$ cat config.mk
export PLATFORM = sky130hd
export DESIGN_NAME = alu_rr_scheduler_flat
export DESIGN_NICKNAME = d
export VERILOG_FILES = /design/src/rtl/alu_pkg.sv /design/src/rtl/alu_rr_scheduler_if.sv /design/src/rtl/alu_rr_scheduler_arb.sv /design/src/rtl/alu_rr_scheduler.sv /design/src/flat_wrapper.sv
export SDC_FILE = /design/constraint.sdc
export NUM_CORES = 1
export LEC_CHECK = 0
export CORE_AREA = 2 2 169 171
export DETAILED_ROUTE_END_ITERATION = 7
export DIE_AREA = 0 0 171 173
export REMOVE_ABC_BUFFERS = 1
export SLEW_MARGIN = 20
export SYNTH_ARGS = -nofsm -noshare
export SYNTH_HDL_FRONTEND = slang
export SYNTH_SLANG_ARGS = --single-unit
$ cat constraint.sdc
create_clock -name clk -period 4.65 [get_ports clk]
set_input_delay 0.465 -clock clk [delete_from_list [all_inputs] [get_ports clk]]
set_output_delay 0.465 -clock clk [all_outputs]
set_load 0.02 [all_outputs]
$ cat src/rtl/alu_pkg.sv
// Shared ALU definitions: op codes, flag bit positions and the scheduler FSM states.
package alu_pkg;

  localparam logic [3:0] OP_ADD  = 4'b0000;
  localparam logic [3:0] OP_SUB  = 4'b0001;
  localparam logic [3:0] OP_MUL  = 4'b0010;
  localparam logic [3:0] OP_DIV  = 4'b0011;
  localparam logic [3:0] OP_NOT  = 4'b0110;
  localparam logic [3:0] OP_UMUL = 4'b1111;

  localparam int unsigned FLAG_N = 3;
  localparam int unsigned FLAG_Z = 2;
  localparam int unsigned FLAG_C = 1;
  localparam int unsigned FLAG_V = 0;

  // Reported for a trapped divide: zero result, Z set.
  localparam logic [3:0] FLAGS_DIV0 = 4'b0100;

  typedef enum logic [1:0] {
    S_IDLE,
    S_EXEC,
    S_CAPT,
    S_RESP
  } state_t;

endpackage

$ cat src/rtl/alu_rr_scheduler_if.sv
// Request/response bundle between the issue logic and the ALU scheduler.
interface alu_rr_scheduler_if #(
  parameter int unsigned NUM_REQ = 4,
  parameter int unsigned ID_W    = 2
);
  logic [NUM_REQ-1:0]    req_valid;
  logic [NUM_REQ-1:0]    req_ready;
  logic [NUM_REQ*32-1:0] req_a;
  logic [NUM_REQ*32-1:0] req_b;
  logic [NUM_REQ*4-1:0]  req_op;
  logic                  rsp_valid;
  logic                  rsp_ready;
  logic [ID_W-1:0]       rsp_id;
  logic [31:0]           rsp_result;
  logic [3:0]            rsp_flags;
  logic                  rsp_err;

  modport master (
    output req_valid, req_a, req_b, req_op, rsp_ready,
    input  req_ready, rsp_valid, rsp_id, rsp_result, rsp_flags, rsp_err
  );

  modport slave (
    input  req_valid, req_a, req_b, req_op, rsp_ready,
    output req_ready, rsp_valid, rsp_id, rsp_result, rsp_flags, rsp_err
  );
endinterface

$ cat src/rtl/alu_rr_scheduler_arb.sv
// Combinational round-robin arbiter: first asserted request at or above ptr, wrapping.
module rr_arbiter #(
  parameter  int unsigned NUM_REQ = 4,
  localparam int unsigned IW      = $clog2(NUM_REQ)
) (
  input  logic [NUM_REQ-1:0] req,
  input  logic [IW-1:0]      ptr,
  output logic [NUM_REQ-1:0] grant,
  output logic [IW-1:0]      idx
);

  logic found;

  // Upper pass covers [ptr, NUM_REQ), lower pass supplies the wrap-around.
  always_comb begin
    grant = '0;
    idx   = '0;
    found = 1'b0;
    for (int unsigned i = 0; i < NUM_REQ; i++) begin
      if (!found && req[i] && (IW'(i) >= ptr)) begin
        grant[i] = 1'b1;
        idx      = IW'(i);
        found    = 1'b1;
      end
    end
    for (int unsigned i = 0; i < NUM_REQ; i++) begin
      if (!found && req[i]) begin
        grant[i] = 1'b1;
        idx      = IW'(i);
        found    = 1'b1;
      end
    end
  end

endmodule

$ cat src/rtl/alu_rr_scheduler.sv
// Shares one combinational ALU between NUM_REQ requesters, one operation in flight,
// round-robin grant order; divide-by-zero can be answered without touching the ALU.
module alu_rr_scheduler
  import alu_pkg::*;
#(
  parameter int unsigned NUM_REQ   = 4,
  parameter int unsigned ID_W      = 2,
  parameter bit          DIV0_TRAP = 1'b1
) (
  input  logic                     clk,
  input  logic                     rst_n,
  alu_rr_scheduler_if.slave        bus,
  output logic [31:0]              alu_a,
  output logic [31:0]              alu_b,
  output logic [3:0]               alu_ctrl,
  input  logic [31:0]              alu_result,
  input  logic [3:0]               alu_flags,
  output logic                     busy
);

  state_t                   state, state_n;
  logic [ID_W-1:0]          rr_ptr, gnt_idx, ptr_nxt;
  logic [NUM_REQ-1:0]       gnt;
  logic [NUM_REQ-1:0][31:0] req_a_arr, req_b_arr;
  logic [NUM_REQ-1:0][3:0]  req_op_arr;
  logic [31:0]              sel_a, sel_b;
  logic [3:0]               sel_op;
  logic                     req_fire, trap;

  rr_arbiter #(.NUM_REQ(NUM_REQ)) u_arb (
    .req   (bus.req_valid),
    .ptr   (rr_ptr),
    .grant (gnt),
    .idx   (gnt_idx)
  );

  assign req_a_arr  = bus.req_a;
  assign req_b_arr  = bus.req_b;
  assign req_op_arr = bus.req_op;
  assign sel_a      = req_a_arr[gnt_idx];
  assign sel_b      = req_b_arr[gnt_idx];
  assign sel_op     = req_op_arr[gnt_idx];

  assign req_fire = (state == S_IDLE) && (|gnt);
  assign trap     = DIV0_TRAP && (sel_op == OP_DIV) && (sel_b == '0);
  assign ptr_nxt  = (gnt_idx == ID_W'(NUM_REQ - 1)) ? '0 : gnt_idx + 1'b1;

  always_ff @(posedge clk or negedge rst_n) begin
    if (!rst_n) state <= S_IDLE;
    else        state <= state_n;
  end

  // The grant is masked by rst_n so req_ready is zero for the whole reset window.
  always_comb begin
    state_n       = state;
    bus.req_ready = '0;
    bus.rsp_valid = 1'b0;
    busy          = 1'b1;
    unique case (state)
      S_IDLE: begin
        busy          = 1'b0;
        bus.req_ready = rst_n ? gnt : '0;
        if (req_fire) state_n = trap ? S_RESP : S_EXEC;
      end
      S_EXEC: state_n = S_CAPT;
      S_CAPT: state_n = S_RESP;
      S_RESP: begin
        bus.rsp_valid = 1'b1;
        if (bus.rsp_ready) state_n = S_IDLE;
      end
      default: state_n = S_IDLE;
    endcase
  end

  always_ff @(posedge clk or negedge rst_n) begin
    if (!rst_n) begin
      rr_ptr         <= '0;
      alu_a          <= '0;
      alu_b          <= '0;
      alu_ctrl       <= '0;
      bus.rsp_id     <= '0;
      bus.rsp_result <= '0;
      bus.rsp_flags  <= '0;
      bus.rsp_err    <= 1'b0;
    end else if (req_fire) begin
      rr_ptr     <= ptr_nxt;
      bus.rsp_id <= gnt_idx;
      // A trapped divide leaves the ALU operands untouched.
      if (trap) begin
        bus.rsp_result <= '0;
        bus.rsp_flags  <= FLAGS_DIV0;
        bus.rsp_err    <= 1'b1;
      end else begin
        alu_a    <= sel_a;
        alu_b    <= sel_b;
        alu_ctrl <= sel_op;
      end
    end else if (state == S_CAPT) begin
      bus.rsp_result <= alu_result;
      bus.rsp_flags  <= alu_flags;
      bus.rsp_err    <= 1'b0;
    end
  end

endmodule

$ cat src/flat_wrapper.sv
// flat-port wrapper written by rule: the top's interface ports become plain ports
module alu_rr_scheduler_flat import alu_pkg::*;
#(
  parameter int unsigned NUM_REQ   = 4,
  parameter int unsigned ID_W      = 2,
  parameter bit          DIV0_TRAP = 1'b1
)
  (clk, rst_n, alu_a, alu_b, alu_ctrl, alu_result, alu_flags, busy, bus_req_valid, bus_req_a, bus_req_b, bus_req_op, bus_rsp_ready, bus_req_ready, bus_rsp_valid, bus_rsp_id, bus_rsp_result, bus_rsp_flags, bus_rsp_err);
  alu_rr_scheduler_if #(.NUM_REQ(NUM_REQ), .ID_W(ID_W)) bus_i ();
  input  logic clk;
  input  logic rst_n;
  output logic [31:0] alu_a;
  output logic [31:0] alu_b;
  output logic [3:0] alu_ctrl;
  input  logic [31:0] alu_result;
  input  logic [3:0] alu_flags;
  output logic busy;
  input wire logic [$bits(bus_i.req_valid)-1:0] bus_req_valid;
  input wire logic [$bits(bus_i.req_a)-1:0] bus_req_a;
  input wire logic [$bits(bus_i.req_b)-1:0] bus_req_b;
  input wire logic [$bits(bus_i.req_op)-1:0] bus_req_op;
  input wire logic [$bits(bus_i.rsp_ready)-1:0] bus_rsp_ready;
  output wire logic [$bits(bus_i.req_ready)-1:0] bus_req_ready;
  output wire logic [$bits(bus_i.rsp_valid)-1:0] bus_rsp_valid;
  output wire logic [$bits(bus_i.rsp_id)-1:0] bus_rsp_id;
  output wire logic [$bits(bus_i.rsp_result)-1:0] bus_rsp_result;
  output wire logic [$bits(bus_i.rsp_flags)-1:0] bus_rsp_flags;
  output wire logic [$bits(bus_i.rsp_err)-1:0] bus_rsp_err;
  assign bus_i.req_valid = bus_req_valid;
  assign bus_i.req_a = bus_req_a;
  assign bus_i.req_b = bus_req_b;
  assign bus_i.req_op = bus_req_op;
  assign bus_i.rsp_ready = bus_rsp_ready;
  assign bus_req_ready = bus_i.req_ready;
  assign bus_rsp_valid = bus_i.rsp_valid;
  assign bus_rsp_id = bus_i.rsp_id;
  assign bus_rsp_result = bus_i.rsp_result;
  assign bus_rsp_flags = bus_i.rsp_flags;
  assign bus_rsp_err = bus_i.rsp_err;
  alu_rr_scheduler #(.NUM_REQ(NUM_REQ), .ID_W(ID_W), .DIV0_TRAP(DIV0_TRAP)) u_core (.clk(clk), .rst_n(rst_n), .bus(bus_i), .alu_a(alu_a), .alu_b(alu_b), .alu_ctrl(alu_ctrl), .alu_result(alu_result), .alu_flags(alu_flags), .busy(busy));
endmodule
==> GITHUB_STEP_SUMMARY, run 1 <==
## Synthesis and layout report

| Metric | Value |
|---|---|
| Critical Path Most Common Cell | `nor2_4` |
| Multi-input combinational area share | `31.1%` |
| Fill cell count | `2760` |
| Init Core Util | `24.2%` |
| Comb pwr share | `62.6%` |
| Non-CTS buffers | `451` |
| Post-synthesis cell type count | `58` |
| Multi-input gates | `551` |
| Highest-count logic cell in the final layout | `clkdlybuf4s50_1` |
| Clock-net power | `822 uW` |
| Arrival time worst endpoint | `4.41 ns` |
| TAP cells | `378` |
| Clk sink count | `111` |
| Max incr delay on CP | `0.66 ns` |
| Post-route ant nets | `0` |
| NumNets Final | `1452` |
| H-tree levels | `3` |
| CP max-delay cell | `clkdlybuf4s50_1` |
| First-pass GRT wire length | `45.5 mm` |
| Worst hold slack | `0.239 ns` |
| Die Wd | `171 um` |
| Cycle use final | `90.0%` |
| Avg Cell Area, Syn | `9.10 um2` |
| Via density | `4.89` |
| DRT Pass-1 Iters | `5` |
| Clock Tree Buf Depth | `2` |
| Vias in the first global route | `7612` |
| Dpl cells | `1500` |
| Worst Clk Skew | `0.00951 ns` |
| CTS tree | `done` |
| Uppermost layer routed | `met5` |
| Post-CTS setup buffers | `0` |
| Synth top cells by count | `188 x nand2_1, 111 x dfrtp_1, 61 x mux2_1, 41 x clkbuf_1, 35 x a22o_1` |
| Initial antenna violation count | `3` |
| Final Cell Area | `0.0117 mm2` |
| Core footprint | `0.0276 mm2` |
| Hold Vio Cnt, Final | `0` |
| Maximum vdd drop | `332 uV` |
| PostCTS Resize Cnt | `0` |
| CP endpoint kind | `flip-flop` |
| Diode count | `2` |
| P_seq | `1.74 mW` |
| Cell chain of the critical path | `clkdlybuf4s50_1 -> nand2b_1 -> a21oi_1 -> nor2_4 -> buf_4 -> mux2i_1 -> o21ai_0 -> or3_1 -> nor4_4 -> nor2_4 -> buf_12 -> mux2_1` |
| Die span in y | `173 um` |
| R2R Path End | `u_core.alu_b[30]` |
| NonClk Buf Share | `38.2%` |
| Sw Share | `42.8%` |
| Setup Viol. Count Final | `0` |
| Clock Root Buffer | `clkbuf_16` |
| Crit. Startpoint | `bus_req_valid[0]` |
| Slew margin rel. | `44.2%` |
| Placed Area | `0.0114 mm2` |
| DRC | `0` |
| Utilization after layout | `42.5%` |
| RSZ-0062 raised after global routing | `false` |
| Hold Crit Class | `in -> async` |
| Clock buffer count in the final layout | `10` |
| Seq/total area | `23.7%` |
| Dominant power group | `combinational cells` |
| Final std cells w/o fill | `1519` |
| Clock Network Area Fraction | `2.59%` |
| Remaining global-route overflow | `0` |
| Leakage | `4.82 nW` |
| I/O Pins | `428` |
| Clock power frac | `12.0%` |
| R2R Setup Slk | `0.67 ns` |
| R2r worst-path depth | `11` |
| RR Startpoint | `u_core.rr_ptr[0]` |
| Run status | `completed` |
| Ys async rst share | `100%` |
| Top Layout Cells | `426 x clkdlybuf4s50_1, 188 x nand2_1, 111 x dfrtp_1` |
| Worst slew pin tran | `0.837 ns` |
| Buf/Inv on CP | `3` |
| Post-Place Worst Slack | `0.0630 ns` |
| Flops | `111` |
| Seq pwr share | `25.4%` |
| CP endpoint | `u_core.alu_b[30]` |
| Min Tclk post-route | `4.18 ns` |
==> run 1: cell families after synthesis <==
logic type / synth area share (%)
muxes: 13.6
adders and majority gates: 0.562
AOI/OAI and AO/OA: 20.3
DFF: 41.6
buffers and inverters: 4.31
and+or+nand+nor: 19.6
==> run 1: flip-flops by register name (all words and copies together), names as in the netlist <==
name / count
u_core.bus.rsp_flags: 4
u_core.alu_ctrl: 4
u_core.alu_a: 32
u_core.bus.rsp_id: 2
u_core.state: 2
u_core.alu_b: 32
u_core.bus.rsp_err: 1
u_core.rr_ptr: 2
u_core.bus.rsp_result: 32
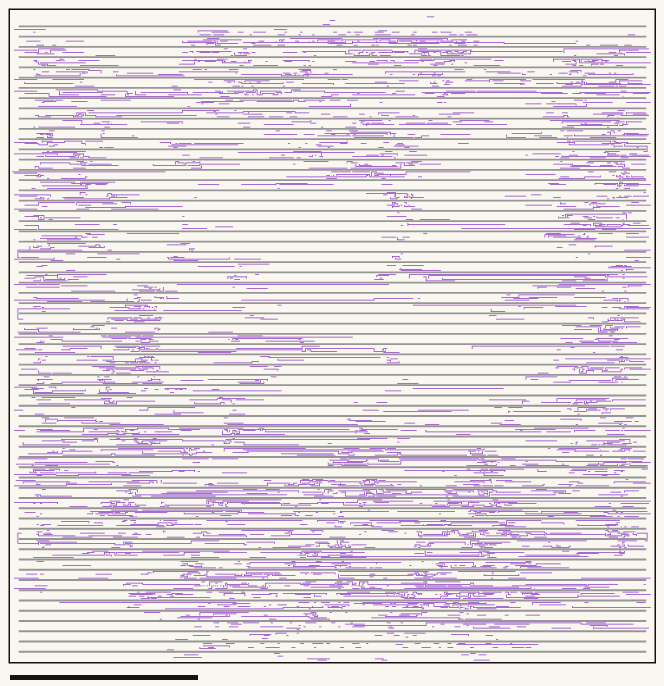
Run 1: met1 routing
Scale bar: 50 um. Supply wires on this layer in gray.
share of all routed wire: 40%
wire length on this layer: 12300 um
main direction: horizontal
longest straight run: 57.5 um
GR Util met1: 23.2%
routed vias: 7430
total wire length: 31.1 mm

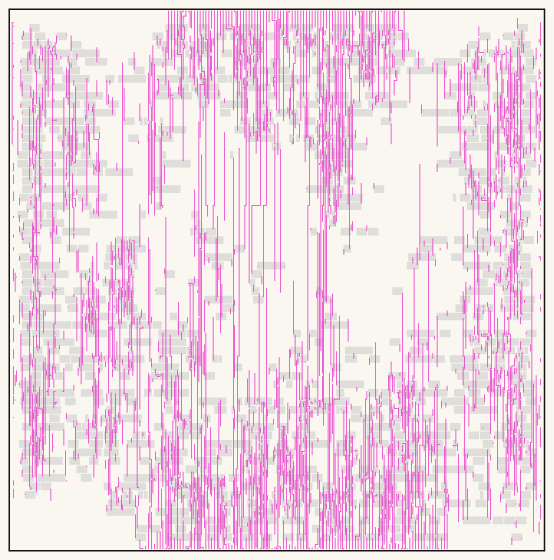
Run 1: metal 2
Cells faint in the background.
share of all routed wire: 49%
longest straight run: 80.6 um
nets with wire on the layer: 1248
GR Layer Usage met2: 35.7%

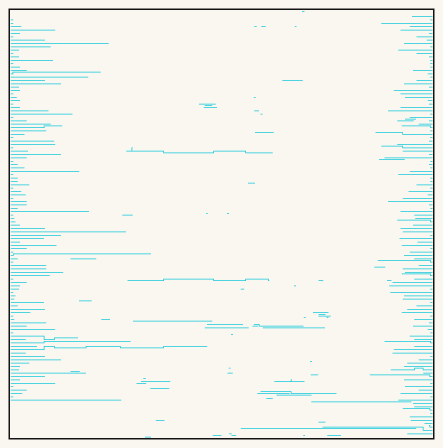
Run 1: the metal 3 layer
wire length on this layer: 2820 um
main direction: horizontal
nets with wire on the layer: 279
met3 usage in global routing: 6.45%

Run 1, congestion heat map:
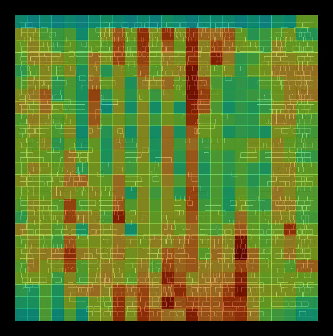

==> run 2: changes to the inputs <==
- REMOVE_ABC_BUFFERS: 1 -> default
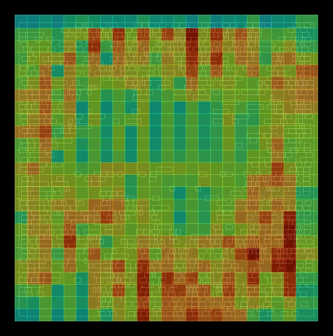
Run 2: congestion heat map
GRT Total Usage: 20.2%
Avg WL per Cell: 20.5 um
GR Layer Usage met2: 35.2%
met3 usage in global routing: 6.66%

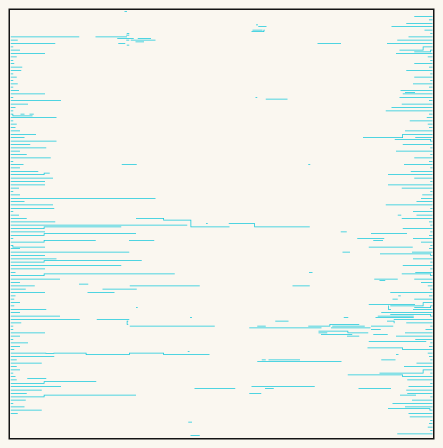
Run 2: the metal 3 layer
main direction: horizontal
share of all routed wire: 9.9%
longest straight run: 71.1 um

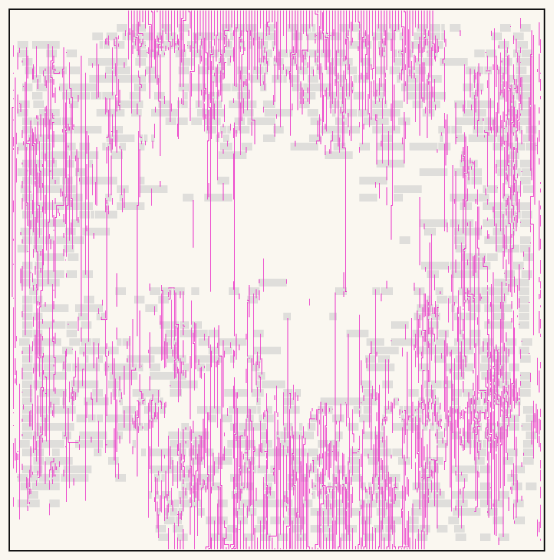
Run 2: metal 2
Cells faint in the background.
wire length on this layer: 15100 um
nets with wire on the layer: 1267
main direction: vertical

==> GITHUB_STEP_SUMMARY, run 2 <==
## Synthesis and layout report

| Metric | Value |
|---|---|
| Dominant power group | `combinational cells` |
| R2r worst-path depth | `10 (-1)` |
| Sw Share | `43.6% (+0.89 points)` |
| Hold Vio Cnt, Final | `0 (unchanged)` |
| Seq pwr share | `25.4% (about the same)` |
| Fill cell count | `2772 (+0.43%)` |
| Cell chain of the critical path | `clkdlybuf4s50_1 -> nand2b_1 -> a21oi_1 -> nor2_4 -> mux2_1 -> a222oi_1 -> nand4_1 -> nor4_4 -> buf_4 -> mux2i_4 -> a22o_1` |
| Vias in the first global route | `7617 (+0.066%)` |
| Setup Viol. Count Final | `0 (unchanged)` |
| RSZ-0062 raised after global routing | `false` |
| Worst slew pin tran | `1.04 ns (+0.198 ns)` |
| P_seq | `1.75 mW (about the same)` |
| Total wire length | `31.2 mm (+0.23%)` |
| CTS tree | `done` |
| Buf/Inv on CP | `2 (-1)` |
| R2R Setup Slk | `0.69 ns (+0.02 ns)` |
| Arrival time worst endpoint | `4.35 ns (-0.06 ns)` |
| Synth top cells by count | `188 x nand2_1, 111 x dfrtp_1, 61 x mux2_1, 41 x clkbuf_1, 35 x a22o_1` |
| DRC | `0 (unchanged)` |
| Worst hold slack | `0.132 ns (-0.107 ns)` |
| RR Startpoint | `u_core.rr_ptr[1]` |
| Post-synthesis cell type count | `58 (unchanged)` |
| Die span in y | `173 um (unchanged)` |
| CP endpoint kind | `flip-flop` |
| Cell area after synthesis | `0.00668 mm2` |
| PostCTS Resize Cnt | `0 (unchanged)` |
| CP endpoint | `u_core.bus.rsp_result[22]` |
| Slew margin rel. | `29.5% (-15 points)` |
| Initial antenna violation count | `2 (-1)` |
| Met2 routed WL | `15.1 mm` |
| Dpl cells | `1501 (+0.067%)` |
| Post-route ant nets | `0 (unchanged)` |
| Worst Clk Skew | `0.0119 ns (+0.00236 ns)` |
| Port buffer count | `427` |
| I/O Pins | `428 (unchanged)` |
| Avg Cell Area, Syn | `9.10 um2 (unchanged)` |
| Clock-net power | `835 uW (+2%)` |
| Clock Tree Buf Depth | `2 (unchanged)` |
| Hold Crit Class | `in -> async` |
| Final std cells w/o fill | `1518 (-0.066%)` |
| Post-Place Worst Slack | `0.157 ns (+0.0936 ns)` |
| Remaining global-route overflow | `0 (unchanged)` |
| Run status | `completed` |
| Via density | `4.95 (+1.3%)` |
| Routed vias | `7521 (+1.2%)` |
| R2R Path End | `u_core.alu_a[16]` |
| Leakage | `4.82 nW (about the same)` |
| Comb pwr share | `62.4% (-0.2 points)` |
| DRT Pass-1 Iters | `5 (unchanged)` |
| Placed Area | `0.0114 mm2 (+0.18%)` |
| Clk sink count | `111 (unchanged)` |
| Clock power frac | `12.1% (about the same)` |
| Core footprint | `0.0276 mm2 (unchanged)` |
| Biggest regs | `u_core.alu_a x32, u_core.alu_b x32, u_core.bus.rsp_result x32` |
| TritonCTS buffer count | `9` |
| Utilization after layout | `42.5% (about the same)` |
| Top area cell types | `dfrtp_1 42%, nand2_1 11%, mux2_1 10%` |
| Final Cell Area | `0.0117 mm2 (about the same)` |
| Cycle use final | `87.9% (-2.1 points)` |
| Ys async rst share | `100% (unchanged)` |
| Clock Root Buffer | `clkbuf_16` |
| CP max-delay cell | `clkdlybuf4s50_1` |
| Post-CTS setup buffers | `0 (unchanged)` |
| Crit. Startpoint | `bus_req_valid[0]` |
| GR Util met1 | `23.9% (+0.70 points)` |
| Top Layout Cells | `426 x clkdlybuf4s50_1, 188 x nand2_1, 111 x dfrtp_1` |
| Die Wd | `171 um (unchanged)` |
| H-tree levels | `3 (unchanged)` |
| Init Core Util | `24.2% (unchanged)` |
| Highest-count logic cell in the final layout | `clkdlybuf4s50_1` |
| Max incr delay on CP | `0.65 ns (about the same)` |
| NumNets Final | `1452 (unchanged)` |
| Uppermost layer routed | `met5` |
| Die ar. | `0.0296 mm2` |
## run 2: kinds of logic after synthesis
group	after synthesis	synth area share, %
adder cells (fa/ha/maj)	3	0.562
AND/OR/NAND/NOR	283	19.6
buffers and inverters	72	4.31
flip-flops	111	41.6
multiplexers	82	13.6
AND-OR/OR-AND	183	20.3
## run 2: final cells by class
| type | instances | area [um2] | area share, % |
|---|---|---|---|
| clock inverters | 7 | 85.1 | 0.725 |
| inverters | 10 | 37.5 | 0.320 |
| well taps | 378 | 473 | 4.03 |
| clock buffers | 9 | 225 | 1.92 |
| repair buffers | 451 | 4480 | 38.2 |
| diodes | 1 | 2.50 | 0.0213 |
| multi-input cells | 551 | 3650 | 31.1 |
| flip-flops and latches | 111 | 2780 | 23.7 |
Power and IR drop assume default switching activity.
